**Run 1: track usage over the die**

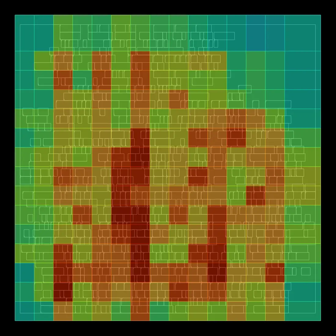
**Run 1: metal 2**

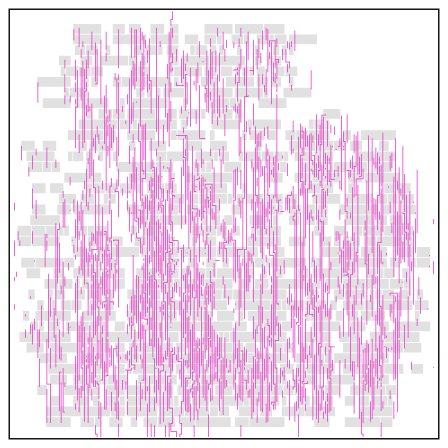
**Run 1: clock network drawn from the DEF**

The bar under the picture is 20 um long.
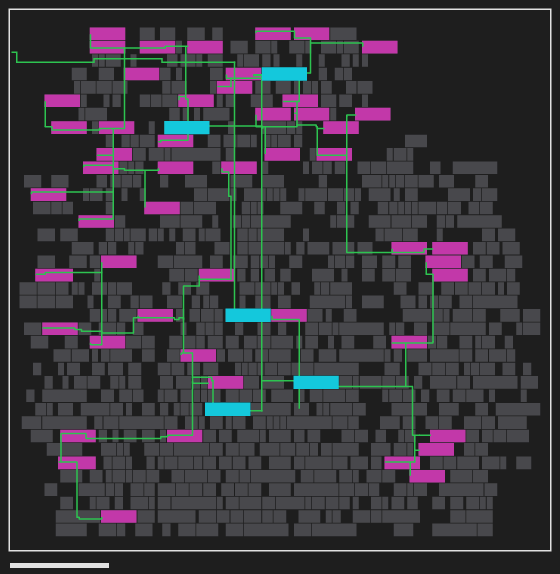
==> config.mk <==
export PLATFORM = sky130hd
export DESIGN_NAME = block_slider
export DESIGN_NICKNAME = d
export VERILOG_FILES = /design/src/rtl/block_slider.sv
export SDC_FILE = /design/constraint.sdc
export NUM_CORES = 1
export LEC_CHECK = 0
export ABC_CLOCK_PERIOD_IN_PS = 3700
export CAP_MARGIN = 20
export CORE_MARGIN = 1.5
export CORE_UTILIZATION = 40
export CTS_CLUSTER_DIAMETER = 100
export DETAILED_ROUTE_END_ITERATION = 8
export GPL_ROUTABILITY_DRIVEN = 0
export PLACE_DENSITY = 0.6
export REMOVE_ABC_BUFFERS = 1
export SYNTH_ARGS = -nofsm -noshare
export SYNTH_HDL_FRONTEND = slang
export SYNTH_SLANG_ARGS = --single-unit
==> constraint.sdc <==
create_clock -name clk -period 3.7 [get_ports clk]
set_input_delay 0.555 -clock clk [delete_from_list [all_inputs] [get_ports clk]]
set_output_delay 0.555 -clock clk [all_outputs]
set_load 0.03 [all_outputs]
==> flow_metrics.py, run 1 <==
# Flow results
metrics = {
    "setup_path": {
        "cp_slowest_cell": "or3_4",
        "worstPathRequired_ns": 3.90,
        "r2r_cells": 18,
        "crit_top_cell": "inv_2",
        "worstPathCellList": "buf_6, inv_2, ha_4, nand2_4, or3_4, a21o_4, nor2_8, nand2_2, o21ai_2, ha_2, inv_2, fa_2, nor2b_1, o21ai_1, a31oi_2, o31a_1, buf_4, buf_8, a211oi_2, o311a_1",
        "end_kind": "register",
        "worst_path_largest_cell_delay_ns": 0.39,
    },
    "synthesis": {
        "synth_warnings": 0,
        "synth_area_per_cell_um2": 7.89,
        "xor_area_share_pct": 5.51,
        "ys_async_sr_fraction_pct": 0,
        "ys_cells": 575,
        "synthFlopType": "dfxtp_1",
        "simple_gate_area_share_pct": 24.4,
        "adder_share_pct": 16.0,
        "yosysMostFrequentCell": "inv_1",
        "yosys-top-cells-count": "59 x inv_1, 56 x nor2_1, 55 x ha_1",
        "ys_seq_elements": 51,
        "synth.distinct_cells": 75,
        "top_area_share_pct": 22.5,
        "mux_share_pct": 0.689,
    },
    "final_timing": {
        "period_minus_slack_ns": 3.64,
        "maxSlewViolCount": 0,
        "final_hold_viol_count": 0,
        "final-setup-viol-count": 0,
        "slew_headroom_pct": 49.9,
        "timing.fmax_mhz": 275,
        "tightest_slew_ns": 0.750,
    },
    "route": {
        "wl_met1_mm": 7.44,
        "met2_length_mm": 7.32,
        "via_per_inst": 5.65,
        "firstDrtPassIters": 6,
        "wl_per_cell_um": 17.8,
        "wl_met3_um": 768,
    },
    "placed_design": {
        "dp_hpwl_mm": 10.9,
        "numPortBuffers": 51,
    },
    "pwr": {
        "power_switching_w": 0.000718,
        "combPwrFrac_pct": 44.4,
        "switching_share_pct": 36.2,
        "total_leakage_power_nw": 2.84,
        "p_seq_share_pct": 30.0,
        "p_int_w": 0.00127,
        "p_total_w": 0.00198,
    },
    "cts": {
        "hold_buffers": 0,
        "cts-root-buf": "clkbuf_16",
        "cts_buffer_depth": 2,
        "cts_resized": 81,
        "cts.sinks": 51,
        "cts_setup_buffers": 50,
        "cts-buffers-inserted": 5,
        "cts_tree": "done",
    },
    "finish": {
        "largest_reg_flops": 22,
        "drive_gt1_share_pct": 35.8,
        "fin_area_um2": 6850,
        "diodes": 0,
    },
    "status": {
        "status": "complete, no violations",
    },
    "global_routing": {
        "antenna_found_initial": 1,
        "grt_max_degree": 23,
        "grt_overflow": 0,
    },
    "floorplan": {
        "std_cell_rows": 38,
        "chipArea_um2": 12000,
        "initial_core_util_pct": 41.5,
        "core_region_area_um2": 10900,
    },
    "flow_run": {
        "stage_log_warnings": 37,
        "max_cap_violations": 0,
    },
}
About 'track usage over the die':
GRT Resource Usage Total: 27.1%
met3 usage: 4.68%

About 'metal 2':
wire length on this layer: 7,320 um
longest straight run: 42.7 um
main direction: vertical
share of all routed wire: 46%
vias post-DR: 5,082
met2 track demand over resource: 43.8%

About 'clock network drawn from the DEF':
[cyan] cells driving clock nets | count: 5
[green] clock wires | length: 844 um
[magenta] flip-flops | count: 51
flops lie: widely spread
Worst Skew: 0.0148 ns
clock network power: 0.000508 W
clock share of power: 25.6%
clk_lat worst skew: 0.31 ns

run 1: power by group through the flow:
stage          sequential (W)  combinational (W)  clock (W)
2_1_floorplan        0.000625           0.000329          0
3_3_place_gp         0.000601           0.000659          0
3_5_place_dp         0.000602           0.000667          0
4_1_cts              0.000591           0.000798   0.000508
5_1_grt              0.000596           0.000944   0.000530
6_report             0.000595           0.000880   0.000508
run 1: cell usage in the layout, fill, tap and decap left out, drive strengths merged, types with 8 or more instances in the layout:
master         count
nor2              59
a31oi             12
and3               8
o21ai             27
nand4             17
clkdlybuf4s50     33
clkbuf            16
nand2             33
dfxtp             51
inv               61
ha                55
nand3             28
a211oi            13
a21oi             36
a21o              11
xnor2             19
buf              145
nor3              17
run 1: area by class of cell:
type	instances	area, um^2	area share [%]
Clock buffer	6	139	2.03
Inverter	61	229	3.34
Multi-Input combinational cell	444	3710	54.2
Timing Repair Buffer	195	1560	22.8
Sequential cell	51	1020	14.9
Tap cell	140	175	2.56
Clock inverter	2	13.8	0.201
run 1: metrics by stage:
stage	std cells	TNS [ns]	hold slack [ns]	setup WS (ns)
floorplan	555	-4.32	0.466	-0.392
global placement	833	-13.07	0.485	-0.673
detailed placement	833	-13.74	0.498	-0.747
CTS	892	0	0.512	0.0432
global route	899	-0.172	0.544	-0.0488
finish	899	0	0.512	0.0576
run 1: critical path, delay by kind of cell:
kind / cells / cell delay (ns)
AOI/OAI and AO/OA: 7 / 1.20
adders and majority gates: 3 / 0.83
and+or+nand+nor: 5 / 0.82
buffers and inverters: 5 / 0.42
run 1: layer usage:
layer	global-route usage (%)	vias up
met3	4.68	47
met4	11.7	0
li1	-	2450
met5	0	-
met2	43.8	158
met1	35.3	2427
**Run 1: routed metal, one colour a layer**

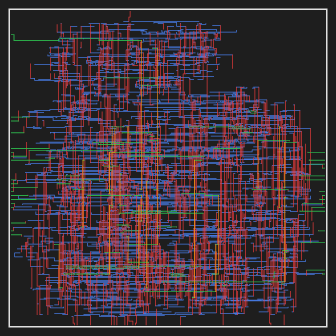

==> run 2, diff against run 1 <==
--- a/config.mk
+++ b/config.mk
@@ -11,8 +11,9 @@
 export CORE_UTILIZATION = 40
 export CTS_CLUSTER_DIAMETER = 100
 export DETAILED_ROUTE_END_ITERATION = 8
+export DONT_BUFFER_PORTS = 1
 export GPL_ROUTABILITY_DRIVEN = 0
-export PLACE_DENSITY = 0.6
+export PLACE_DENSITY = 0.54
 export REMOVE_ABC_BUFFERS = 1
 export SYNTH_ARGS = -nofsm -noshare
 export SYNTH_HDL_FRONTEND = slang
**Run 2: routed metal, one colour a layer**

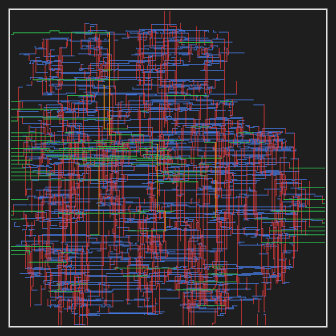
[blue] met1 | wire length: 6,390 um
[green] met3 | wire length: 1,060 um
[orange] met4 | wire length: 130 um
[red] met2 | wire length: 5,710 um
WL final: 13.3 mm
drt wl/cell: 16.9 um
vias post-DR: 4,508
GRT Resource Usage Total: 23.4%

==> flow_metrics.py, run 2 <==
# Flow results
metrics = {
    "synthesis": {
        "yosys-top-cells-count": "59 x inv_1, 56 x nor2_1, 55 x ha_1",
        "mux_share_pct": 0.689,
        "ys_async_sr_fraction_pct": 0,
        "ys_seq_elements": 51,
        "xor_area_share_pct": 5.51,
        "yosysMostFrequentCell": "inv_1",
        "synthFlopType": "dfxtp_1",
        "ys_cells": 575,
        "synth.distinct_cells": 75,
        "synth_area_per_cell_um2": 7.89,
        "simple_gate_area_share_pct": 24.4,
        "synth_warnings": 0,
    },
    "pwr": {
        "sequentialPower_w": 0.000596,
        "p_seq_share_pct": 34.3,
        "total_leakage_power_nw": 2.35,
        "p_total_w": 0.00174,
        "switching_share_pct": 36.2,
        "combPwrFrac_pct": 37.1,
        "pg_comb_w": 0.000644,
        "power_leader": "combinational cells",
        "clk-power_w": 0.000497,
        "p_int_w": 0.00111,
        "pwr-share-clk_pct": 28.6,
    },
    "placed_design": {
        "place_ws_ns": -0.360,
        "numPortBuffers": 0,
        "dp_hpwl_mm": 10.4,
        "dp.cells": 774,
    },
    "cts": {
        "cts.sinks": 51,
        "hold_buffers": 0,
        "clkLatencyLatePin_ns": 0.30,
        "cts_tree": "done",
        "cts_buffer_depth": 2,
        "cts-root-buf": "clkbuf_16",
        "cts-buffers-inserted": 5,
    },
    "finish": {
        "final_cell_mix": "80 x buf_4, 59 x inv_1, 56 x nor2_1",
        "area_growth_pct": 21.7,
        "instances_no_fill": 786,
        "largest_reg_flops": 22,
        "diodes": 0,
        "final_common_cell": "buf_4",
        "drive_gt1_share_pct": 21.2,
    },
    "setup_path": {
        "end_kind": "register",
        "r2r_cells": 16,
        "worstPathCellList": "ha_1, nand2_1, or3_4, a21o_4, nor2_8, nor2_1, a21o_1, ha_4, nor2b_1, o21ai_1, a31oi_2, buf_4, o31ai_4, buf_6, nand3_1, o22ai_1",
        "worstPathRequired_ns": 3.89,
        "cp_num_buf_inv": 2,
        "path_delay_family": "AND-OR/OR-AND gates",
        "cp_slowest_cell": "or3_4",
        "worst_path_largest_cell_delay_ns": 0.40,
        "cp.depth": 16,
    },
    "global_routing": {
        "grt_overflow": 0,
        "antenna_found_initial": 0,
    },
    "floorplan": {
        "core_region_area_um2": 10900,
        "chipArea_um2": 12000,
        "std_cell_rows": 38,
        "initial_core_util_pct": 41.5,
    },
    "route": {
        "met2_length_mm": 5.71,
        "wl_met3_mm": 1.06,
        "firstDrtPassIters": 5,
        "wl_met1_mm": 6.39,
        "via_per_inst": 5.74,
    },
    "final_timing": {
        "period_minus_slack_ns": 3.55,
        "timing.fmax_mhz": 282,
        "maxSlewViolCount": 0,
        "fin_setup_tns_ns": 0,
        "finalWorstSetupSlack_ns": 0.151,
        "slew_headroom_pct": 30.5,
        "fin_skew_ns": 0.00956,
        "tightest_slew_ns": 1.03,
        "final-setup-viol-count": 0,
    },
    "status": {
        "status": "complete, no violations",
    },
    "min_path": {
        "holdPathStages": 1,
    },
}
==> run 2: cell counts after synthesis <==
Identical to the previous run, type by type.
==> run 2: logic make-up after synthesis <==
logic type                 count (synthesis)
and+or+nand+nor                          204
AOI/OAI and AO/OA                        152
adders and majority gates                 57
DFF                                       51
xor gates and xnor gates                  27
buffers and inverters                     81
muxes                                      3
==> run 2: per-stage QoR <==
step | area, um^2 | hold slack (ns)
6_report | 5520 | 0.371
5_1_grt | 5520 | 0.374
4_1_cts | 5380 | 0.368
3_5_place_dp | 5210 | 0.497
3_3_place_gp | 5210 | 0.490
2_1_floorplan | 4450 | 0.466
==> run 2: repair_timing <==
| item | CTS | global route |
|---|---|---|
| setup buffers | 0 | 4 |
| gates resized | 3 | 24 |
| endpoints found under the hold margin | 0 | 0 |
| setup endpoints to repair | 8 | 23 |
| pin swaps | 0 | 9 |
==> run 2: metal layers <==
metal | vias up | GRT usage, %
met4 | 0 | 5.19
met3 | 12 | 4.39
met1 | 2099 | 33.3
met5 | - | 0
li1 | 2233 | -
met2 | 164 | 36.6
==> run 2: layout make-up <==
class                      instances  area [um^2]  area share [%]
clock inverter                     3         28.8           0.521
timing repair buffer              83          628            11.4
multi-input combinational        443         3320            60.0
clock buffer                       5          125            2.27
inverter                          61          229            4.14
tap                              140          175            3.17
sequential                        51         1020            18.5
==> run 2: worst reg2reg max path, stage by stage, from the launching register on <==
cell and delay, ns:
dfxtp_1 0.33, ha_1 0.29, nand2_1 0.07, or3_4 0.40, a21o_4 0.25, nor2_8 0.17
nor2_1 0.08, a21o_1 0.19, ha_4 0.26, nor2b_1 0.13, o21ai_1 0.16, a31oi_2 0.13
buf_4 0.16, o31ai_4 0.26, buf_6 0.17, nand3_1 0.17, o22ai_1 0.21
Power and IR drop assume default switching activity.
